**src/rtl/mem32_pkg.sv**
```systemverilog
// mem32_pkg: shared types and constants for the mem32 arbitrated controller.
package mem32_pkg;

    // Controller states.
    typedef enum logic [2:0] {
        ST_IDLE     = 3'd0,
        ST_WRITE    = 3'd1,
        ST_RD_ISSUE = 3'd2,
        ST_RD_CAP   = 3'd3,
        ST_DONE     = 3'd4
    } state_t;

    // Bytes per assembled read word.
    localparam int unsigned NUM_BYTES = 4;

    // Default number of WRITE cycles allowed before a write is declared failed.
    localparam int unsigned DEFAULT_TIMEOUT = 8;

    // Insert byte 'b' at big-endian position 'idx' (0 = most significant).
    function automatic logic [31:0] put_byte(
        input logic [31:0] word,
        input logic [1:0]  idx,
        input logic [7:0]  b
    );
        logic [31:0] r;
        r = word;
        case (idx)
            2'd0:    r[31:24] = b;
            2'd1:    r[23:16] = b;
            2'd2:    r[15:8]  = b;
            default: r[7:0]   = b;
        endcase
        return r;
    endfunction

endpackage

```
**src/rtl/mem32_arb_ctrl_rr_arb2.sv**
```systemverilog
// rr_arb2: two-way round-robin arbiter. A lone request always wins; on a tie
// the requester that was not served last wins. Purely combinational.
module rr_arb2 (
    input  logic [1:0] i_req,
    input  logic       i_last,
    output logic [1:0] o_gnt
);

    // Pick one requester, favouring the one not served last on a tie.
    always_comb begin
        o_gnt = 2'b00;
        case (i_req)
            2'b01:   o_gnt = 2'b01;
            2'b10:   o_gnt = 2'b10;
            2'b11:   o_gnt = i_last ? 2'b01 : 2'b10;
            default: o_gnt = 2'b00;
        endcase
    end

endmodule

```
**src/rtl/mem32_arb_ctrl.sv**
```systemverilog
// mem32_arb_ctrl: serves two requesters round-robin against a memory with a
// word-wide write port (completion flag) and a byte-wide read port. Reads are
// assembled big-endian from four byte accesses. Every output is registered.
module mem32_arb_ctrl
    import mem32_pkg::*;
#(
    parameter int unsigned TIMEOUT = DEFAULT_TIMEOUT
) (
    input  logic        clk,
    input  logic        rst,
    input  logic        req0,
    input  logic        req1,
    input  logic        op0,
    input  logic        op1,
    input  logic [31:0] wdata0,
    input  logic [31:0] wdata1,
    output logic        gnt0,
    output logic        gnt1,
    output logic        done0,
    output logic        done1,
    output logic [31:0] rdata,
    output logic        err,
    output logic        m_wr,
    output logic        m_rd,
    output logic [1:0]  m_addr,
    output logic [31:0] m_indata,
    input  logic [7:0]  m_dataout,
    input  logic        m_valid
);

    localparam int unsigned    CW    = (TIMEOUT > 1) ? $clog2(TIMEOUT) : 1;
    localparam logic [CW-1:0]  WLAST = CW'(TIMEOUT - 1);
    localparam logic [1:0]     KLAST = 2'(NUM_BYTES - 1);

    // Registered state and outputs.
    state_t        r_state;
    logic [1:0]    r_k;
    logic [CW-1:0] r_wcnt;
    logic          r_last;
    logic [31:0]   r_rbuf;
    logic [1:0]    r_gnt;
    logic [1:0]    r_done;
    logic          r_err;
    logic [31:0]   r_rdata;
    logic          r_m_wr;
    logic          r_m_rd;
    logic [1:0]    r_m_addr;
    logic [31:0]   r_m_indata;

    // Next-cycle values.
    state_t        w_nxt_state;
    logic [1:0]    w_nxt_k;
    logic [CW-1:0] w_nxt_wcnt;
    logic          w_nxt_last;
    logic [31:0]   w_nxt_rbuf;
    logic [1:0]    w_nxt_gnt;
    logic [1:0]    w_nxt_done;
    logic          w_nxt_err;
    logic [31:0]   w_nxt_rdata;
    logic          w_nxt_m_wr;
    logic          w_nxt_m_rd;
    logic [1:0]    w_nxt_m_addr;
    logic [31:0]   w_nxt_m_indata;

    logic [1:0]    w_req;
    logic [1:0]    w_arb_gnt;
    logic          w_sel_op;
    logic [31:0]   w_sel_wdata;
    logic [31:0]   w_cap;

    assign w_req       = {req1, req0};
    assign w_sel_op    = w_arb_gnt[1] ? op1    : op0;
    assign w_sel_wdata = w_arb_gnt[1] ? wdata1 : wdata0;
    assign w_cap       = put_byte(r_rbuf, r_k, m_dataout);

    rr_arb2 u_arb (
        .i_req  (w_req),
        .i_last (r_last),
        .o_gnt  (w_arb_gnt)
    );

    // Next-state and next-output decode; outputs are computed one cycle ahead
    // so that they can be registered and still line up with the state.
    always_comb begin
        w_nxt_state    = r_state;
        w_nxt_k        = r_k;
        w_nxt_wcnt     = r_wcnt;
        w_nxt_last     = r_last;
        w_nxt_rbuf     = r_rbuf;
        w_nxt_gnt      = r_gnt;
        w_nxt_done     = 2'b00;
        w_nxt_err      = 1'b0;
        w_nxt_rdata    = '0;
        w_nxt_m_wr     = 1'b0;
        w_nxt_m_rd     = 1'b0;
        w_nxt_m_addr   = '0;
        w_nxt_m_indata = '0;

        unique case (r_state)
            ST_IDLE: begin
                if (w_arb_gnt != 2'b00) begin
                    w_nxt_gnt  = w_arb_gnt;
                    w_nxt_k    = '0;
                    w_nxt_wcnt = '0;
                    w_nxt_rbuf = '0;
                    if (w_sel_op) begin
                        w_nxt_state = ST_RD_ISSUE;
                        w_nxt_m_rd  = 1'b1;
                    end else begin
                        w_nxt_state    = ST_WRITE;
                        w_nxt_m_wr     = 1'b1;
                        w_nxt_m_indata = w_sel_wdata;
                    end
                end
            end

            ST_WRITE: begin
                w_nxt_m_wr     = 1'b1;
                w_nxt_m_indata = r_m_indata;
                // The flag seen at the end of the first WRITE cycle may be
                // left over from a previous write, so it is not trusted.
                if ((r_wcnt != '0) && m_valid) begin
                    w_nxt_state    = ST_DONE;
                    w_nxt_done     = r_gnt;
                    w_nxt_m_wr     = 1'b0;
                    w_nxt_m_indata = '0;
                end else if (r_wcnt == WLAST) begin
                    w_nxt_state    = ST_DONE;
                    w_nxt_done     = r_gnt;
                    w_nxt_err      = 1'b1;
                    w_nxt_m_wr     = 1'b0;
                    w_nxt_m_indata = '0;
                end else begin
                    w_nxt_wcnt = r_wcnt + 1'b1;
                end
            end

            ST_RD_ISSUE: begin
                w_nxt_state  = ST_RD_CAP;
                w_nxt_m_rd   = 1'b1;
                w_nxt_m_addr = r_k;
            end

            ST_RD_CAP: begin
                w_nxt_rbuf = w_cap;
                if (r_k == KLAST) begin
                    w_nxt_state = ST_DONE;
                    w_nxt_done  = r_gnt;
                    w_nxt_rdata = w_cap;
                end else begin
                    w_nxt_k      = r_k + 2'd1;
                    w_nxt_state  = ST_RD_ISSUE;
                    w_nxt_m_rd   = 1'b1;
                    w_nxt_m_addr = r_k + 2'd1;
                end
            end

            ST_DONE: begin
                w_nxt_state = ST_IDLE;
                w_nxt_last  = r_gnt[1];
                w_nxt_gnt   = 2'b00;
                w_nxt_k     = '0;
            end

            default: begin
                w_nxt_state = ST_IDLE;
                w_nxt_gnt   = 2'b00;
                w_nxt_k     = '0;
            end
        endcase
    end

    // State, datapath and output registers; reset clears everything at once.
    always_ff @(posedge clk or posedge rst) begin
        if (rst) begin
            r_state    <= ST_IDLE;
            r_k        <= '0;
            r_wcnt     <= '0;
            r_last     <= 1'b1;
            r_rbuf     <= '0;
            r_gnt      <= 2'b00;
            r_done     <= 2'b00;
            r_err      <= 1'b0;
            r_rdata    <= '0;
            r_m_wr     <= 1'b0;
            r_m_rd     <= 1'b0;
            r_m_addr   <= '0;
            r_m_indata <= '0;
        end else begin
            r_state    <= w_nxt_state;
            r_k        <= w_nxt_k;
            r_wcnt     <= w_nxt_wcnt;
            r_last     <= w_nxt_last;
            r_rbuf     <= w_nxt_rbuf;
            r_gnt      <= w_nxt_gnt;
            r_done     <= w_nxt_done;
            r_err      <= w_nxt_err;
            r_rdata    <= w_nxt_rdata;
            r_m_wr     <= w_nxt_m_wr;
            r_m_rd     <= w_nxt_m_rd;
            r_m_addr   <= w_nxt_m_addr;
            r_m_indata <= w_nxt_m_indata;
        end
    end

    assign gnt0     = r_gnt[0];
    assign gnt1     = r_gnt[1];
    assign done0    = r_done[0];
    assign done1    = r_done[1];
    assign err      = r_err;
    assign rdata    = r_rdata;
    assign m_wr     = r_m_wr;
    assign m_rd     = r_m_rd;
    assign m_addr   = r_m_addr;
    assign m_indata = r_m_indata;

endmodule

```
**config.mk**
```make
export PLATFORM = sky130hd
export DESIGN_NAME = mem32_arb_ctrl
export DESIGN_NICKNAME = d
export VERILOG_FILES = /design/src/rtl/mem32_pkg.sv /design/src/rtl/mem32_arb_ctrl_rr_arb2.sv /design/src/rtl/mem32_arb_ctrl.sv
export SDC_FILE = /design/constraint.sdc
export NUM_CORES = 1
export LEC_CHECK = 0
export ABC_CLOCK_PERIOD_IN_PS = 7600
export CAP_MARGIN = 20
export CELL_PAD_IN_SITES_DETAIL_PLACEMENT = 2
export CELL_PAD_IN_SITES_GLOBAL_PLACEMENT = 2
export CORE_MARGIN = 2
export CORE_UTILIZATION = 32
export DETAILED_ROUTE_END_ITERATION = 10
export GPL_TIMING_DRIVEN = 0
export PLACE_DENSITY_LB_ADDON = 0.1
export SYNTH_ARGS = -nofsm -noshare
export SYNTH_HDL_FRONTEND = slang
export SYNTH_HIERARCHICAL = 1
export SYNTH_SLANG_ARGS = --single-unit
```
**constraint.sdc**
```tcl
create_clock -name clk -period 7.6 [get_ports clk]
set_input_delay 1.9 -clock clk [delete_from_list [all_inputs] [get_ports clk]]
set_output_delay 1.9 -clock clk [all_outputs]
set_load 0.05 [all_outputs]
```
m4.png
Bar = 20 µm. Supply wires on this layer in grey.
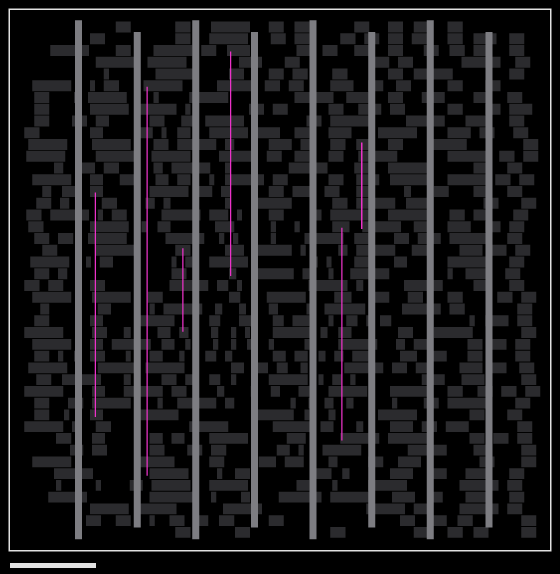
main direction: vertical
share of all routed wire: 2.0%
nets with wire on the layer: 4
wire length on this layer: 281 µm

util_map.png
12 x 12 tiles, from white (low) to dark blue (high), 0 to 100% covered.
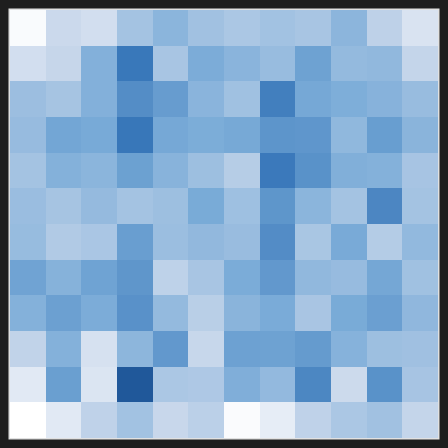
fullest tile: 84%
tiles over 75% full: 0.70%
mean over tiles: 42%
nearly empty tiles: 0.70%

congestion_map.png
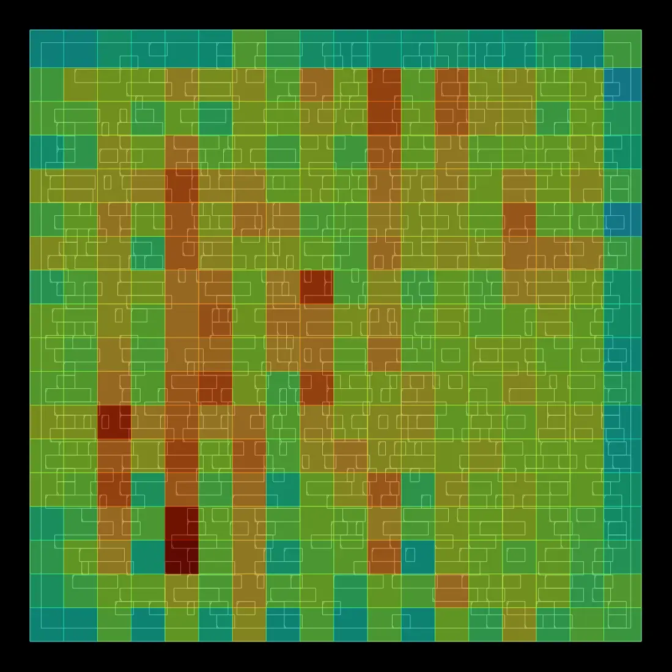
wire length per cell after detailed routing: 19.8 µm
all-layer global routing usage: 0.182

==> flow_summary.toml <==
# implementation run metrics
[outcome]
outcome = "complete, no violations"

[worst_setup_path]
ff2ff_path_depth = 6
worst_flop_to_flop_path_startpoint = "r_k[1]"
timing.critical_path.arrival_ps = 4040
worst_setup_path_start_kind = "input port"
critPathCapture = "m_indata[17]"
rrSetupSlack_ps = 5430
worstSetupPathType = "in -> reg"
worst_r2r_endpoint = "r_rbuf[20]"

[layout]
final_net_count = 602
final.fill_count = 1461
share_of_cell_area_taken_by_flip_flops_and_latches = 0.393
layout.area.top_class = "sequential cells"
comb_area_um2 = 1870
num-clock-buffers = 10
sequential_cell_area_in_the_final_layout_um2 = 2650
layout_top_cells_excl_fill_tap = "clkdlybuf4s50_1 (151), dfrtp_1 (105), mux2i_1 (58)"
antenna-diode-count = 0
final.signal_buffer_count = 178
inverters_excl_clock = 6
numSequentialCells = 106
finalInstanceArea_um2 = 6750

[die]
placeableCoreArea_um2 = 14400
count_of_inserted_tapcells = 184

[timing]
max-slew-margin-rel = 0.499
slew_at_the_pin_closest_to_its_max_slew_limit_ps = 751
final.hold.worst_slack_ps = 498
final.period_utilization = 0.496
maximum_clock_rate_mhz = 265
setup_total_negative_slack_ps = 0

[logic_synthesis]
syn-num-nets = 439
seq_area_frac_synth = 0.567
yosysMostFrequentCell = "dfrtp_1"
xor_area_frac = 0
netlist_instances = 353
synth_stat.cells = 353
synth_simple_gate_area_share = 0.0726
synth_area_per_cell_um2 = 13.3
edf_count = 0
netlist_area_um2 = 4680
ys_warn_count = 6
post_synth_main_area_contributors = "dfrtp_1 (56%), mux2i_1 (12%), o2bb2ai_2 (9.6%)"
ys.flops = 106
synth.cellmix.compoundShare = 0.176

[global_route]
grt_met3_use = 0.0368
first_global_vias = 3909
global_route.overflow_total = 0
met2_usage = 0.299
wire_length_of_the_first_global_routing_pass_um = 22300
grt_antenna_before_repair = 0

[drt]
route.antenna.remaining_nets = 0
routed-wl-met2_um = 6880
drt-met1-wl_um = 6150
met3WireLength_um = 634
num_vias = 3512

[placement]
gp_congestion = 0.704

[power_and_ir_drop]
p_int_mw = 1.28
power.switching_fraction = 0.405
power_frac_clock = 0.220
irDropWorstVdd_mv = 0.113
p_sw_uw = 870

[clocking]
cts-resized-gates = 0
worstSkewPairLatency_ps = 360
cts_post_setup_buffers_inserted = 0
number_of_buffers_added_by_the_clock_tree_synthesis_step = 9

[flow_run]
max_cap_violations = 0

[hold_path]
timing.hold.worst_endpoint = "m_indata[27]"
hp-start = "m_indata[27]"
worst_hold_path_type = "reg -> reg"
min_delay_path_depth = 1
class_map.png
Bar = 20 µm. Fill, decap, tap and diode cells in grey.
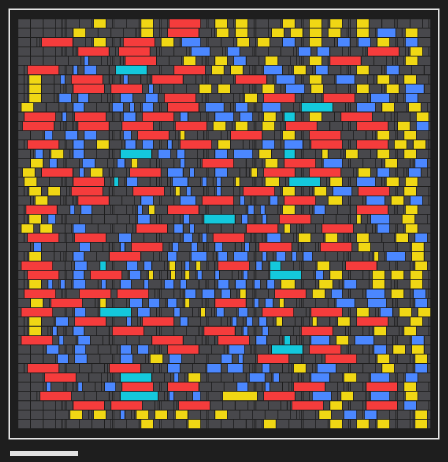
legend:
  blue:
    class: remaining logic cells
    cells: 221
  yellow:
    class: remaining buffers and delay cells
    cells: 178
  red:
    class: registers
    cells: 106
  cyan:
    class: clock drivers and dummy loads
    cells: 16

m1.png
Supply wires on this layer in grey.
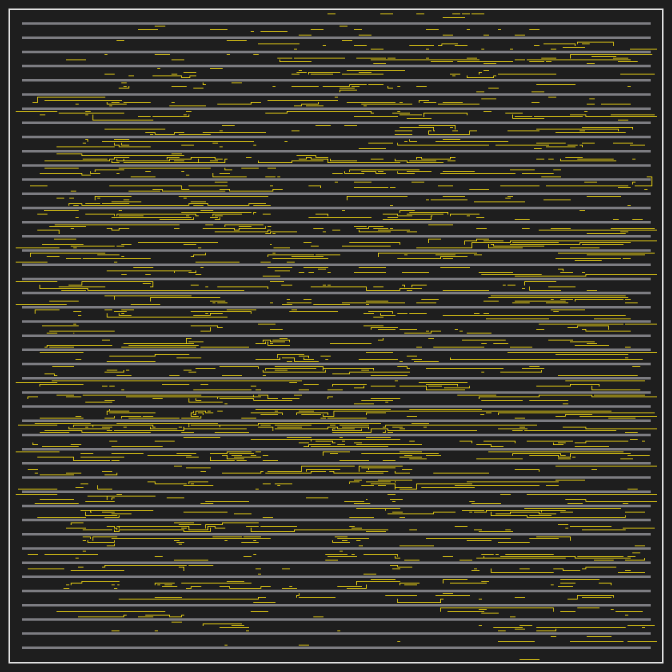
main direction: horizontal
share of all routed wire: 44%
longest straight run: 53.1 µm
nets with wire on the layer: 536

[critical path: stages]
cell             delay, ps
clkdlybuf4s50_1        480
a21boi_0               250
buf_6                  200
mux2_4                 340
or3_1                  360
buf_2                  180
buf_6                  170
o2bb2ai_2              150
[sequential cells by signal, indices dropped and copies added, names as in the netlist, 2 cells and up]
name      cells
m_addr        2
m_indata     32
r_done        2
r_gnt         2
r_k           2
r_rbuf       24
r_state       3
r_wcnt        3
rdata        32
[through the flow]
stage,setup WS [ps],util,power [mW]
2_1_floorplan,2910,-,1.38
3_3_place_gp,1210,0.446,1.66
3_5_place_dp,3480,0.448,1.69
4_1_cts,3810,0.468,2.18
5_1_grt,3780,0.468,2.27
6_report,3830,0.468,2.15
Power is estimated from default activity; no workload was simulated.
